File: src/rtl/seq_101x_symbol_tx.sv
// seq_101x_symbol_tx: sends each payload bit MSB first as a 1,0,1,d symbol for a 101x detector.
// Define SEQ_101X_TX_PARITY_EN to append a trailing 1,0,1,p even-parity symbol.
module seq_101x_symbol_tx #(
  parameter int WIDTH = 8
) (
  input  logic             clk,
  input  logic             rst,
  input  logic [WIDTH-1:0] data,
  input  logic             valid,
  output logic             ready,
  output logic             x,
  output logic             busy,
  output logic             done
);
  localparam int BW = $clog2(WIDTH + 1);
`ifdef SEQ_101X_TX_PARITY_EN
  typedef enum logic [1:0] {IDLE, SYM, PAR} state_t;
  logic p;
`else
  typedef enum logic [1:0] {IDLE, SYM} state_t;
`endif
  state_t         state;
  logic [WIDTH-1:0] sh;
  logic [1:0]     ph;
  logic [BW-1:0]  bc;
  assign ready = (state == IDLE);
  always_ff @(posedge clk or negedge rst)
    if (!rst) begin
      state <= IDLE;
      sh    <= '0;
      ph    <= '0;
      bc    <= '0;
      x     <= 1'b0;
      busy  <= 1'b0;
      done  <= 1'b0;
`ifdef SEQ_101X_TX_PARITY_EN
      p     <= 1'b0;
`endif
    end else begin
      done <= 1'b0;
      case (state)
        IDLE: if (valid) begin
          sh    <= data;
          ph    <= '0;
          bc    <= BW'(WIDTH - 1);
`ifdef SEQ_101X_TX_PARITY_EN
          p     <= ^data;
`endif
          state <= SYM;
          busy  <= 1'b1;
          x     <= 1'b1;
        end
        SYM: begin
          ph <= ph + 2'd1;
          case (ph)
            2'd0: x <= 1'b0;
            2'd1: x <= 1'b1;
            2'd2: begin
              x <= sh[WIDTH-1];
`ifndef SEQ_101X_TX_PARITY_EN
              done <= (bc == '0);
`endif
            end
            default: if (bc != '0) begin
              sh <= sh << 1;
              bc <= bc - 1'b1;
              x  <= 1'b1;
            end else begin
`ifdef SEQ_101X_TX_PARITY_EN
              state <= PAR;
              x     <= 1'b1;
`else
              state <= IDLE;
              x     <= 1'b0;
              busy  <= 1'b0;
`endif
            end
          endcase
        end
`ifdef SEQ_101X_TX_PARITY_EN
        PAR: begin
          ph   <= ph + 2'd1;
          x    <= (ph == 2'd0) ? 1'b0 : (ph == 2'd1) ? 1'b1 : (ph == 2'd2) ? p : 1'b0;
          done <= (ph == 2'd2);
          if (ph == 2'd3) begin
            state <= IDLE;
            busy  <= 1'b0;
          end
        end
`endif
        default: state <= IDLE;
      endcase
    end
endmodule

File: config.mk
export PLATFORM = sky130hd
export DESIGN_NAME = seq_101x_symbol_tx
export DESIGN_NICKNAME = d
export VERILOG_FILES = /design/src/rtl/seq_101x_symbol_tx.sv
export SDC_FILE = /design/constraint.sdc
export NUM_CORES = 1
export LEC_CHECK = 0
export ABC_AREA = 1
export CAP_MARGIN = 20
export CORE_UTILIZATION = 23
export CTS_BUF_LIST = sky130_fd_sc_hd__clkbuf_2 sky130_fd_sc_hd__clkbuf_4 sky130_fd_sc_hd__clkbuf_8
export DETAILED_ROUTE_END_ITERATION = 7
export HOLD_SLACK_MARGIN = 0.02
export PLACE_DENSITY_LB_ADDON = 0.1
export RECOVER_POWER = 25
export SLEW_MARGIN = 30
export SYNTH_ARGS = -nofsm -noshare
export SYNTH_HDL_FRONTEND = slang
export SYNTH_SLANG_ARGS = --single-unit
File: constraint.sdc
create_clock -name clk -period 1.2 [get_ports clk]
set_input_delay 0.24 -clock clk [delete_from_list [all_inputs] [get_ports clk]]
set_output_delay 0.24 -clock clk [all_outputs]
set_load 0.05 [all_outputs]
### Cell placement, run 1

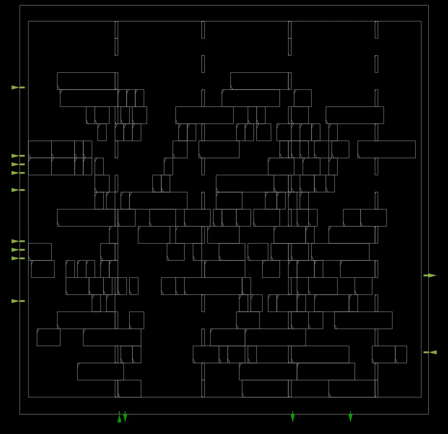
flop count: 17
Finished Layout Cells: 204
number of placement rows: 22
placeable core area: 0.00374 mm2
utilization after layout: 39.1%

### Placed cells, one color a class, run 1

Fill, decap, tap and diode cells in gray.
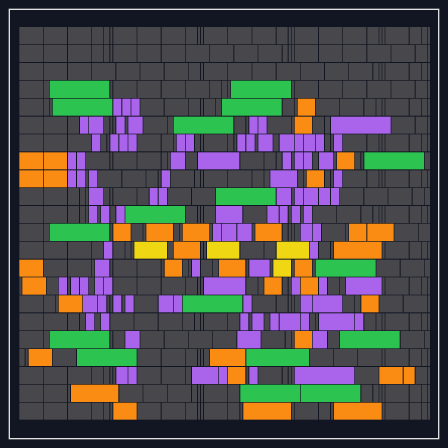
other buffers and delay cells -> orange  # cells 35
all other logic -> purple  # cells 100
clock drivers and dummy loads -> yellow  # cells 4
flip-flops -> green  # cells 17

### Met2 routing, run 1

Cells faint in the background.
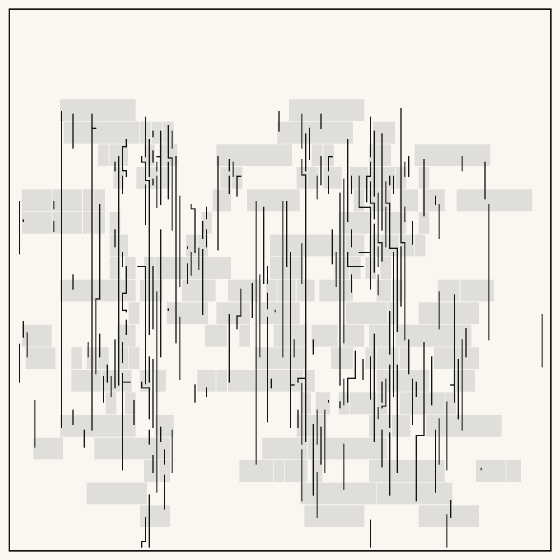
share of all routed wire = 47%
nets with wire on the layer = 124
main direction = vertical
final wirelength: 2520 um
routed vias: 897

==> results.txt, run 1 <==
Numbers from the implementation run.

Checking max transition, the worst relative margin is slightly below 70%. The met3 demand-to-capacity share in global routing is 3.82%. In the post-synthesis netlist, the biggest area contributors are sky130_fd_sc_hd__dfrtp_1 (46%), sky130_fd_sc_hd__nand2_1 (23%), sky130_fd_sc_hd__nand4_1 (6.8%).

The average detailed-routed wire length per instance is ~12 um. The net count entering floorplan is 137. The number of cells produced by synthesis is 122. The number of nets with antenna violations after detailed routing is 0. The area share of the largest cell type after synthesis is a little under half. According to the hold report, the worst path is of the in2async type. The worst clock skew is 0.00287 ns. The share of the core area taken by cells at floorplan is 24.5%. Across all setup checks in the final design, the least slack found is -0.0666 ns.

Averaged over all synthesized cells, the footprint is ~7.5 um2. The final timing summary puts the cycle share of the worst path at 106%. After layout, the design draws a total of 4.04 mW. The average via count per standard cell is 4.40. The die is roughly 65 um tall. The max-cap violation count is 0. In this run the deepest clock path goes through 2 buffers.

The power per standard cell area is 2750 mW/mm2. The share of the Yosys chip area taken by registers is 46.4%. Global routing used 13.1% of the available tracks across all layers. The maximum VDD drop is 0.000902 V.

The checks that failed: setup timing. Following the worst setup path forward leads to its endpoint at ready. The number of clock sinks came to 17. The share of async-settable or async-resettable flops after synthesis is 100%. The flow ran to the end, but the final reports show violations. The final total negative setup slack is -0.446 ns. The transition at the pin with the smallest max-transition slack is 0.460 ns.

The clock tree root buffer cell is sky130_fd_sc_hd__clkbuf_8. The synthesized flop and latch total is 17. The met2 demand-to-capacity share in global routing is 21.6%.

The finished cells cover 0.00147 mm2. During synthesis, Yosys emitted a total of 0 warnings. In this run the tool buffered the top-level ports with 14 buffer cells. Per the timing report, the achievable frequency comes out to 0.790 GHz. For this run, design rule violations remaining after detail routing come to 0. The data arrival time reported for the critical path is just over 1 ns. Summed over all nets, wire length on met3 after detailed routing comes to 84 um. The post-synth tally of flip-flops with integrated enable is 0.

The top layer reached by signal wires is met4. The weighted congestion at the end of routability-driven global placement is ~0.80. The antenna cell count is 0. Fill cells in the final layout number between 300 and 400. Along the worst path, the maximum fanout reaches 4.

The die width is ~65 um. The clock-pin slew of the registers on the worst-case setup and hold paths is 0.07 ns. The post-route netlist has approximately 35% of its cells at a drive strength greater than 1. As reported, the later end of the worst-skew pair has a clock insertion delay of approximately 0.25 ns. Setup repair after global routing could not meet its margin everywhere.

The final count of negative-setup-slack endpoints is 12. The worst-case register-to-register setup slack is -0.05 ns. The chip area from the yosys synthesis statistics is 916 um2.

The power report puts the leakage power at 0.731 nW. Logic depth along the worst register-to-register path is recorded as 5. Summed over all layers, the global routing overflow is 0.

At the end of the flow, the number of nets in the layout was between 150 and 200. The final max-slew violation count recorded for this run is 0. The setup path with the least slack is of type reg2out. The worst setup timing slack at the placement stage is -0.257 ns. TritonCTS built the clock tree.
## run 1: critical path: stages (launching register included)
cell and delay, ns:
sky130_fd_sc_hd__dfrtp_2 0.43, sky130_fd_sc_hd__inv_2 0.10, sky130_fd_sc_hd__buf_6 0.12, sky130_fd_sc_hd__buf_12 0.12
## run 1: power breakdown
| part | internal, mW | total, mW | switching [mW] | leakage, nW |
|---|---|---|---|---|
| clock network | 0.258 | 0.454 | 0.196 | 0.0262 |
| logic | 1.23 | 2.64 | 1.41 | 0.489 |
| registers | 0.784 | 0.943 | 0.159 | 0.216 |
## run 1: stage by stage
step | std cells | hold slack (ns)
2_1_floorplan | 122 | -0.0556
6_report | 204 | 0.459
5_1_grt | 204 | 0.497
4_1_cts | 203 | 0.319
3_3_place_gp | 193 | 0.458
3_5_place_dp | 193 | 0.464
## run 1: flip-flops by register name (all words and copies together) (netlist names)
name	count
done	1
busy	1
x	1
bc	4
ph	2
sh	8
## run 1: cell families (layout without fill, tap and decap cells)
| kind of cell | Yosys count | in the layout | share of synthesized area, % |
|---|---|---|---|
| compound gates | 5 | 5 | 2.87 |
| buf+inv | 16 | 49 | 8.06 |
| fa+ha+maj | 4 | 4 | 5.46 |
| simple gates | 80 | 81 | 37.2 |
| flops | 17 | 17 | 46.4 |
## run 1: area by class of cell
type,instances,area [um2],share of cell area [%]
Clock buffer,4,48.8,3.33
Inverter,10,40.0,2.73
Multi-Input combinational cell,90,524,35.8
Sequential cell,17,427,29.1
Tap cell,48,60.1,4.10
Timing Repair Buffer,35,365,24.9
## run 1: repair_timing
| item | CTS | global route |
|---|---|---|
| pin swaps | 11 | 11 |
| hold endpoints to repair | 0 | 0 |
| cloned | 2 | 0 |
| hold buffers | 0 | 0 |
| buffers inserted | 4 | 2 |
| setup endpoints to repair | 16 | 17 |
| resized | 26 | 9 |
### Metal 3, run 1

The bar under the picture is 20 um long.
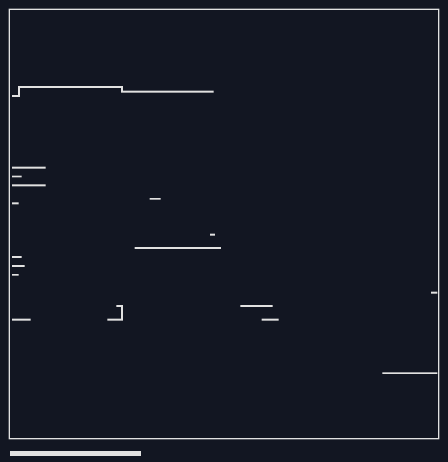

## Run 2: what changed since run 1
--- a/config.mk
+++ b/config.mk
@@ -7,13 +7,13 @@
 export LEC_CHECK = 0
 export ABC_AREA = 1
 export CAP_MARGIN = 20
-export CORE_UTILIZATION = 23
+export CORE_UTILIZATION = 49
 export CTS_BUF_LIST = sky130_fd_sc_hd__clkbuf_2 sky130_fd_sc_hd__clkbuf_4 sky130_fd_sc_hd__clkbuf_8
 export DETAILED_ROUTE_END_ITERATION = 7
 export HOLD_SLACK_MARGIN = 0.02
 export PLACE_DENSITY_LB_ADDON = 0.1
 export RECOVER_POWER = 25
-export SLEW_MARGIN = 30
+export SLEW_MARGIN = 20
 export SYNTH_ARGS = -nofsm -noshare
 export SYNTH_HDL_FRONTEND = slang
 export SYNTH_SLANG_ARGS = --single-unit
### Metal 3, run 2

The bar under the picture is 10 um long.
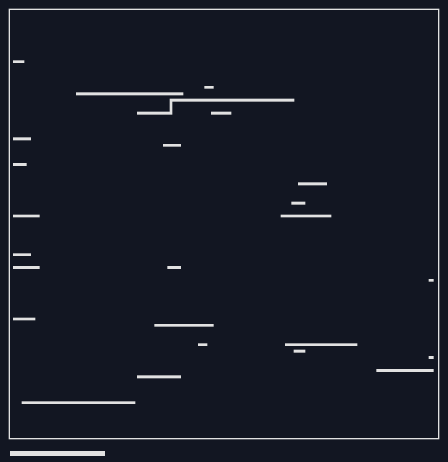
share of all routed wire = 3.8%
longest straight run = 12.9 um
nets with wire on the layer = 19
routed vias: 972
met3 GRT Util: 2.80%
final wirelength: 2460 um

### Met2 routing, run 2

Cells faint in the background.
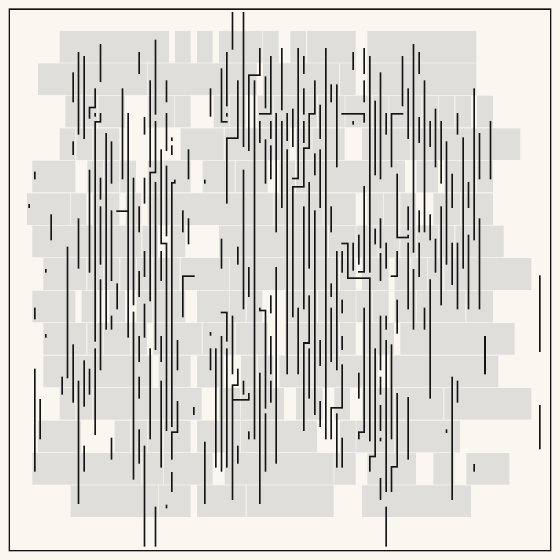
share of all routed wire = 48%
wire length on this layer = 1,190 um
main direction = vertical
nets with wire on the layer = 141
longest straight run = 32.6 um

### Cell placement, run 2

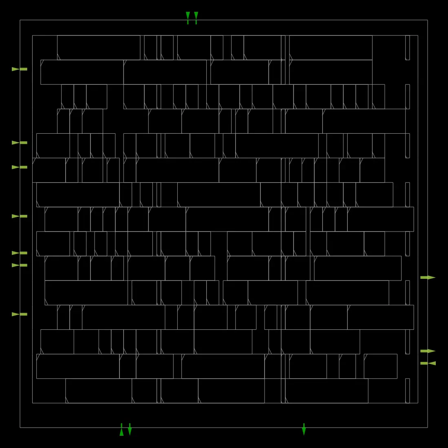
placeable core area: 0.00175 mm2
utilization after layout: 81.5%
number of placement rows: 15

==> run 2 against run 1 <==
Against the previous run: the flow still finishes with violations (setup timing); setup slack worse by 0.036 ns; maximum frequency is 2.8% lower; count of clock-buffer cells in the layout is 1 lower; via count is 8.4% higher; synthesized area stayed put; hold slack worse by 0.063 ns; cell count is 9.8% lower; sequential cell count stayed put; wire length is 2.3% lower; largest power group unchanged; critical endpoint unchanged.
==> results.txt, run 2 <==
Numbers from the implementation run.

The run finished, with violations left. The checks that failed: setup timing. The cell count after placement is 171. The die extent in y is 45.2 um. The global routing met1 resource utilization is 34.8%. The number of different library cells used by synthesis comes to 15. After legalization and detailed placement, the total HPWL measured 1460 um. The number of buffers and inverters on the critical path is 3. The highest-count logic cell in the final layout is sky130_fd_sc_hd__nand2_1.

The met2 demand-to-capacity share in global routing is 47.2%. The average via count per standard cell is between 5 and 6. Data on the critical path arrives at its endpoint at 1.06 ns. Recorded from the global router log, the overflow total was 0. The area share of the largest cell type after synthesis is 46.4%. Per STA, the highest per-stage delay on the worst path measures approximately 0.46 ns. The internal power summed over all cells is 2.13 mW. Switching power as a fraction of the total was reported as 45.3%. In this run the mean area of a mapped cell was around 7.5 um2. Registers are responsible for 24.7% of the overall power.

The net count entering floorplan is around 140. The number of non-filler instances in the completed layout is 184. The synthesis stats list as the most numerous cell sky130_fd_sc_hd__nand2_1.

As logged by OpenROAD, the buffers inserted on ports number 14. CTS placed an instance of sky130_fd_sc_hd__clkbuf_4 at the clock tree root. The number of inserted filler cells in the final layout is around 120. Checking max transition, the worst relative margin is between 70% and 80%. The starting utilization of the core area is 52.5%. The detailed-route wire length on metal 1 is 1080 um. The endpoint type of the worst setup path is an output pin. Nets still carrying antenna violations after routing amount to 0. The total number of nets in the final design is 175.

Per the detail_route log, met3 wirelength is 92 um. Measured along the x axis, the die boundary spans 45.2 um. The report counts max-capacitance violations totalling 0. For reference, the clock transition at the flip-flops on the worst setup and hold paths is around 0.11 ns. For this run, the final setup violation count is recorded as 14.

The share of async-settable or async-resettable flops after synthesis is 100%. In this design, the largest share of critical-path delay is due to flip-flops. After synthesis, flip-flops and latches occupy 46.4% of the total area.

The area taken by flip-flops and latches is between 400 and 500 um2. The power drawn by the clock network is 0.320 mW. The power per standard cell area is about 2700 mW/mm2.

After technology mapping, the gate count stands at 122. Looking at the power breakdown, combinational cells take around two thirds of the total. The register with the most flip-flops in the layout has 8 of them. The static leakage power is 0.740 nW. After its last routability iteration, the placer logged a weighted congestion of 0.814. The die footprint is around 0.0020 mm2. The busiest layer in global routing is met2. The post-route cell area is between 0.001 and 0.0015 mm2. Looking at the post-CTS report, the setup buffer insertion count equals 7. The largest registers in the layout are sh (8), bc (4), ph (2). The sequential power is between 0.9 and 1 mW. The worst clock skew is 0.00333 ns.

The cell with the biggest individual delay on the critical path is sky130_fd_sc_hd__dfrtp_2. The logic area is 503 um2. TritonRoute reported its final design rule violation total as 0. The count of yosys warnings during synthesis is 0. The power in combinational cells is 2.62 mW. The count of endpoints failing hold in the final timing report is 0. The antenna cell count is 0. The wire length of the first global-routing pass is 3950 um. The clock tree from TritonCTS is done. The net switching power in the latest report is around 1.8 mW.

The maximum buffer depth of the clock tree is 2. After the first detailed-routing iteration, the DRC count stood at 23. The TritonCTS sink count is 17. The leading register cell type out of synthesis is sky130_fd_sc_hd__dfrtp_1. Across every metal layer, demand over resource in global routing totals 28.3%. The pin count of the biggest net entering global routing is 18.

After synthesis, the most frequently instantiated cells are sky130_fd_sc_hd__nand2_1 (55), sky130_fd_sc_hd__dfrtp_1 (17), sky130_fd_sc_hd__nand4_1 (10). The final max-slew violation count recorded for this run is 0. The tightest min-delay check is of the in2async type. sh holds more flip-flops than any other register. The share of final-layout standard cells stronger than drive strength 1 is approximately 33%. The final critical-path setup slack is -0.103 ns. The post-route fraction of the period consumed by the critical path is 109%. The latest clock arrival within the worst-skew pair is 0.30 ns.

The fmax is ~0.77 GHz. The chip area from the yosys synthesis statistics is 916 um2. Looking at the group totals, the largest power group turns out to be combinational cells. Setup repair after global routing could not meet its margin everywhere. The number of antenna violations at the first check in global routing is 0. The met2 routed wirelength is between 1000 and 1500 um. In this run, post-CTS repair resized a total of 18 instances. The synthesized flop and latch total is 17. The main area contributors are sky130_fd_sc_hd__dfrtp_1 (46%), sky130_fd_sc_hd__nand2_1 (23%), sky130_fd_sc_hd__nand4_1 (6.8%). The via count of the first global-routing pass is 882. The transition time recorded at the tightest slew-check pin is 0.431 ns.

The worst-path maximum fanout is 3. The flow reports that the clock network draws 8.2% of the design power. Before antenna repair, the detailed router went through 4 iterations. The top layer reached by signal wires is met4. According to the I/O placement log, the pin count is 15. Listed in order, past its start point the critical path passes inv_4 > buf_6 > buf_12. The worst VDD IR drop from the latest analysis is 0.00188 V.

The post-synth tally of flip-flops with integrated enable is 0. Dividing the detail-routed wire length by the instance count gives 13.4 um. In this run, post-CTS hold repair placed 0 buffers. The path type of the worst setup path is reg2out.
run 2: cells by family (layout without fill, tap and decap cells):
logic type                 Yosys count  after routing  share of synthesized area, %
AOI/OAI and AO/OA                    5              5                          2.87
adders and majority gates            4              4                          5.46
buffers and inverters               16             52                          8.06
DFF                                 17             17                          46.4
and+or+nand+nor                     80             81                          37.2
run 2: final timing paths:
kind                                   start                end  slack (ns)  cells past startpoint
max in group asynchronous                rst   busy$_DFFE_PN0P_        0.48                      2
max                         busy$_DFFE_PN0P_              ready       -0.10                      3
max reg2reg                ph[0]$_DFFE_PN0P_  sh[7]$_DFFE_PN0P_       -0.08                      5
min in group clk           sh[5]$_DFFE_PN0P_  sh[5]$_DFFE_PN0P_        0.49                      2
min reg2reg                sh[5]$_DFFE_PN0P_  sh[5]$_DFFE_PN0P_        0.49                      2
min                                      rst  sh[5]$_DFFE_PN0P_        0.40                      2
run 2: cell type report:
type / count / area share (%)
Clock buffer: 3 / 1.58
Clock inverter: 1 / 0.352
Multi-Input combinational cell: 90 / 35.4
Inverter: 10 / 2.99
Tap cell: 25 / 2.20
Timing Repair Buffer: 38 / 27.5
Sequential cell: 17 / 30.0
run 2: stage by stage:
step / power [mW] / hold WS, ns / setup WS [ns] / util (%) / setup TNS [ns]
final: 3.90 / 0.396 / -0.103 / 81.5 / -0.763
after global routing: 4.15 / 0.451 / -0.130 / 81.5 / -1.39
after CTS: 3.65 / 0.277 / -0.0830 / 78.9 / -0.792
after detailed placement: 2.90 / 0.458 / -0.202 / 70.0 / -2.36
after global placement: 2.85 / 0.456 / -0.186 / 70.0 / -2.13
after floorplan: 2.22 / -0.0556 / -0.0486 / - / -0.507
### Wires at chosen ports, followed through buffers, run 2

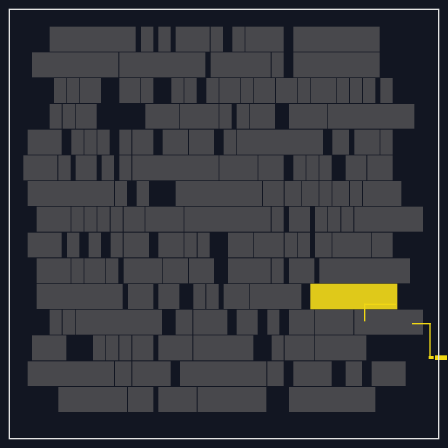

## Run 3: what changed since run 2
--- a/config.mk
+++ b/config.mk
@@ -5,11 +5,11 @@
 export SDC_FILE = /design/constraint.sdc
 export NUM_CORES = 1
 export LEC_CHECK = 0
-export ABC_AREA = 1
 export CAP_MARGIN = 20
-export CORE_UTILIZATION = 49
+export CORE_UTILIZATION = 48
 export CTS_BUF_LIST = sky130_fd_sc_hd__clkbuf_2 sky130_fd_sc_hd__clkbuf_4 sky130_fd_sc_hd__clkbuf_8
 export DETAILED_ROUTE_END_ITERATION = 7
+export GPL_ROUTABILITY_DRIVEN = 0
 export HOLD_SLACK_MARGIN = 0.02
 export PLACE_DENSITY_LB_ADDON = 0.1
 export RECOVER_POWER = 25
### Wires at chosen ports, followed through buffers, run 3

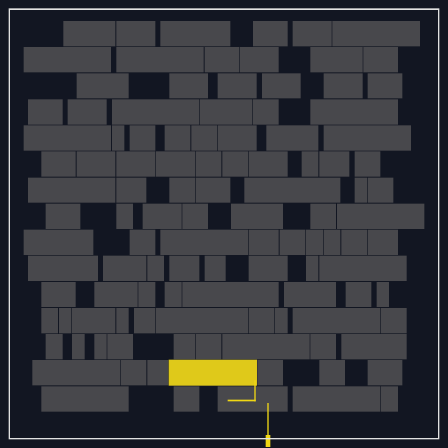
done -> yellow  # direction output, edge bottom, end cells 1, buffers 1, wire 8.00 um
I/O pin count: 15
port buffer count: 14

### Metal 3, run 3

The bar under the picture is 10 um long.
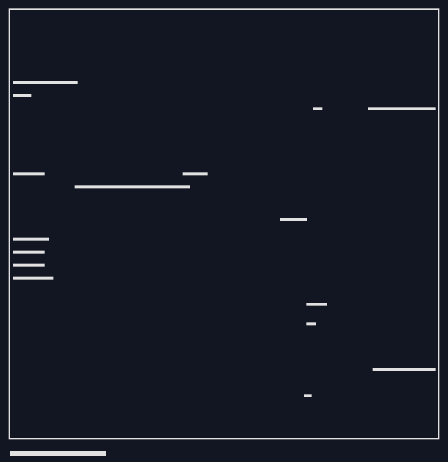
share of all routed wire = 2.9%
main direction = horizontal

### Placed cells, one color a class, run 3

Fill, decap, tap and diode cells in gray.
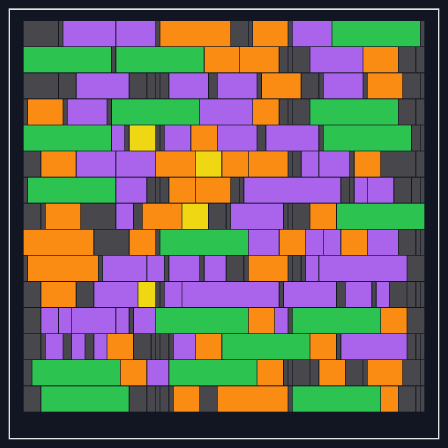
flip-flops -> green  # cells 17
other buffers and delay cells -> orange  # cells 39
clock drivers and dummy loads -> yellow  # cells 4
all other logic -> purple  # cells 52
fraction of area in registers: 30.9%
utilization after layout: 80.9%
final non-filler cell area: 0.00138 mm2
placeable core area: 0.00171 mm2

==> run 3 against run 2 <==
Against the previous run: global-route usage down 6.6 points; critical path type is now reg2reg; highest routed layer unchanged; the run still ends with setup timing left; combinational power down 13%; sequential cell count unchanged; first-iteration DRC count down 74%; sequential share of layout area up 0.90 points; hold slack worse by 0.0061 ns; sequential power up 0.8%.
==> results.txt, run 3 <==
Numbers from the implementation run.

The flow ran to the end, but the final reports show violations. The final reports fail on setup timing. Timing analysis after detailed placement gives a worst setup slack of -0.439 ns. After detailed routing, the met3 layer carries between 50 and 60 um of wire. Looking at the global route congestion table, the highest-usage layer is met2. The site row count is 15. The most repeated cell in the gate-level netlist after synthesis is sky130_fd_sc_hd__dfrtp_1. Among all stages on the critical path, the largest delay is contributed by sky130_fd_sc_hd__dfrtp_1. The die extent in y is 44.6 um. The number of iterations in the first detailed-routing pass is 4. Across all checked pins, the minimum headroom to the slew limit is 71.2%.

The number of nets with antenna violations after detailed routing is 0. Setup total negative slack on the finished layout was measured at -4.75 ns. The power consumption is 3.57 mW. The registers reported with the highest flop counts are sh (8), bc (4), ph (2). The DRC violation total left in the routed layout is recorded as 0. Per the detail_route log, the uppermost layer with routed signals is met4. The sequential element share of the synthesized area is 48.8%. The endpoint type of the worst setup path is a flip-flop. Per the layout report, the design carries 105 filler cells. The iteration-0 DRC count of the detailed router is 6. The post-synth tally of flip-flops with integrated enable is 0. The detailed router reported a total wirelength of 2010 um. During synthesis, Yosys emitted a total of 0 warnings. 0 antenna diodes ended up in the layout. For reference, the final report shows the max-slew violation count at 0. The net count entering floorplan is approximately 85. The clock tree root buffer cell is sky130_fd_sc_hd__clkbuf_4. The max-cap violation count is 0. The die footprint is 0.00199 mm2. The cell count after placement is about 120. The top cell type by area accounts for 48.8% of the synthesized area. For this run the detailed placement stage logged an HPWL of 1260 um. The number of buffers and inverters on the critical path is 1. The static leakage power is 0.643 nW. The number of gates resized after CTS was 18. The number of antenna violations at the first check in global routing is 0. The worst-case register-to-register setup slack is -0.35 ns. The clock passes through at most 2 buffers. Looking at the cell usage after synthesis, the top flip-flop cell is sky130_fd_sc_hd__dfrtp_1. The final count of negative-setup-slack endpoints is 17. The data arrival time of the critical path is 1.74 ns. The fmax is 0.646 GHz. The chip area from the yosys synthesis statistics is 872 um2. The count of cells along the worst register-to-register path is 5. The starting utilization of the core area is around half. For this run, the slowest stage of the critical path takes 0.41 ns. Setup repair after global routing could not meet its margin everywhere. The routed wirelength on the met1 layer is recorded as around 900 um. The via count of the first global-routing pass was roughly 700. Overall routing resource usage recorded by global route was 21.7%.

The end point of the critical path is sh[4]$_DFFE_PN0P_. The count of cell types in the netlist is 22. The global routing report lists met3 layer usage as 3.67%. In the final routed layout, each cell accounts on average for 14.6 um. Between clock sinks in the finished design, the worst skew comes to 0.0155 ns. Max fanout on the critical path was recorded as 5. The aggregate global routing overflow is 0. The synthesized area per cell is ~12 um2. Across all setup checks in the final design, the least slack found is -0.347 ns. The routed layout has slightly above 700 vias. The maximum VDD drop is 0.00155 V. The first global-routing pass estimated 3080 um of wire.

Ranked by total cell area, the synthesized netlist is headed by sky130_fd_sc_hd__dfrtp_1 (49%), sky130_fd_sc_hd__mux2_2 (13%), sky130_fd_sc_hd__mux2_4 (8.6%). After synthesis, the share of flip-flops with an asynchronous set or reset is 100%. Per the summary, power density relative to cell area is 2580 mW/mm2. In the final layout, the share of cells above drive strength 1 is 54.5%. In the final report, the number of hold violations comes to 0. The met2 routed wirelength is 996 um.

The global routing report lists met2 layer usage as between 30% and 40%. The type of the most critical hold path is in2async. The worst path uses 129% of the clock period.

The register with the most flip-flops in the layout has 8 of them. The latest clock arrival within the worst-skew pair is 0.30 ns.
==> run 3: cell count changes in the layout (fill, tap and decap cells not counted), moves of 3 or more <==
cell                      change
sky130_fd_sc_hd__buf_4        +4
sky130_fd_sc_hd__buf_6        -3
sky130_fd_sc_hd__mux2_2       +9
sky130_fd_sc_hd__mux2_4       +6
sky130_fd_sc_hd__nand2_1     -51
sky130_fd_sc_hd__nand4_1     -10
==> run 3: worst min-delay path by stage <==
stage | from | end | slack (ns) | cells after the start
after floorplan | rst | bc[0]$_DFFE_PN0P_ | -0.06 | 0
final | rst | sh[4]$_DFFE_PN0P_ | 0.39 | 2
after detailed placement | sh[2]$_DFFE_PN0P_ | sh[2]$_DFFE_PN0P_ | 0.50 | 1
after CTS | rst | bc[3]$_DFFE_PN0P_ | 0.27 | 2
after global placement | sh[3]$_DFFE_PN0P_ | sh[3]$_DFFE_PN0P_ | 0.49 | 1
after global routing | rst | sh[4]$_DFFE_PN0P_ | 0.43 | 2
==> run 3: logic make-up after synthesis <==
group           Yosys count  share of synthesized area [%]
compound gates           14                           11.3
mux                      15                           21.5
buf+inv                   9                           4.88
simple gates             11                           7.75
fa+ha+maj                 4                           5.74
flops                    17                           48.8
==> run 3: power by group <==
part	switching (mW)	total, mW	internal, mW
clock	0.202	0.326	0.124
sequential	0.168	0.971	0.803
combinational	0.942	2.27	1.33
total	1.31	3.57	2.26
==> run 3: final cells by class <==
type                    instances  area, um2  share of cell area, %
inverters                       7       30.0                   2.17
flip-flops and latches         17        427                   30.9
multi-input cells              45        478                   34.6
clock inverters                 1       5.00                  0.362
repair buffers                 39        388                   28.1
clock buffers                   3       22.5                   1.63
well taps                      25       31.3                   2.26
Power is estimated from default activity; no workload was simulated.
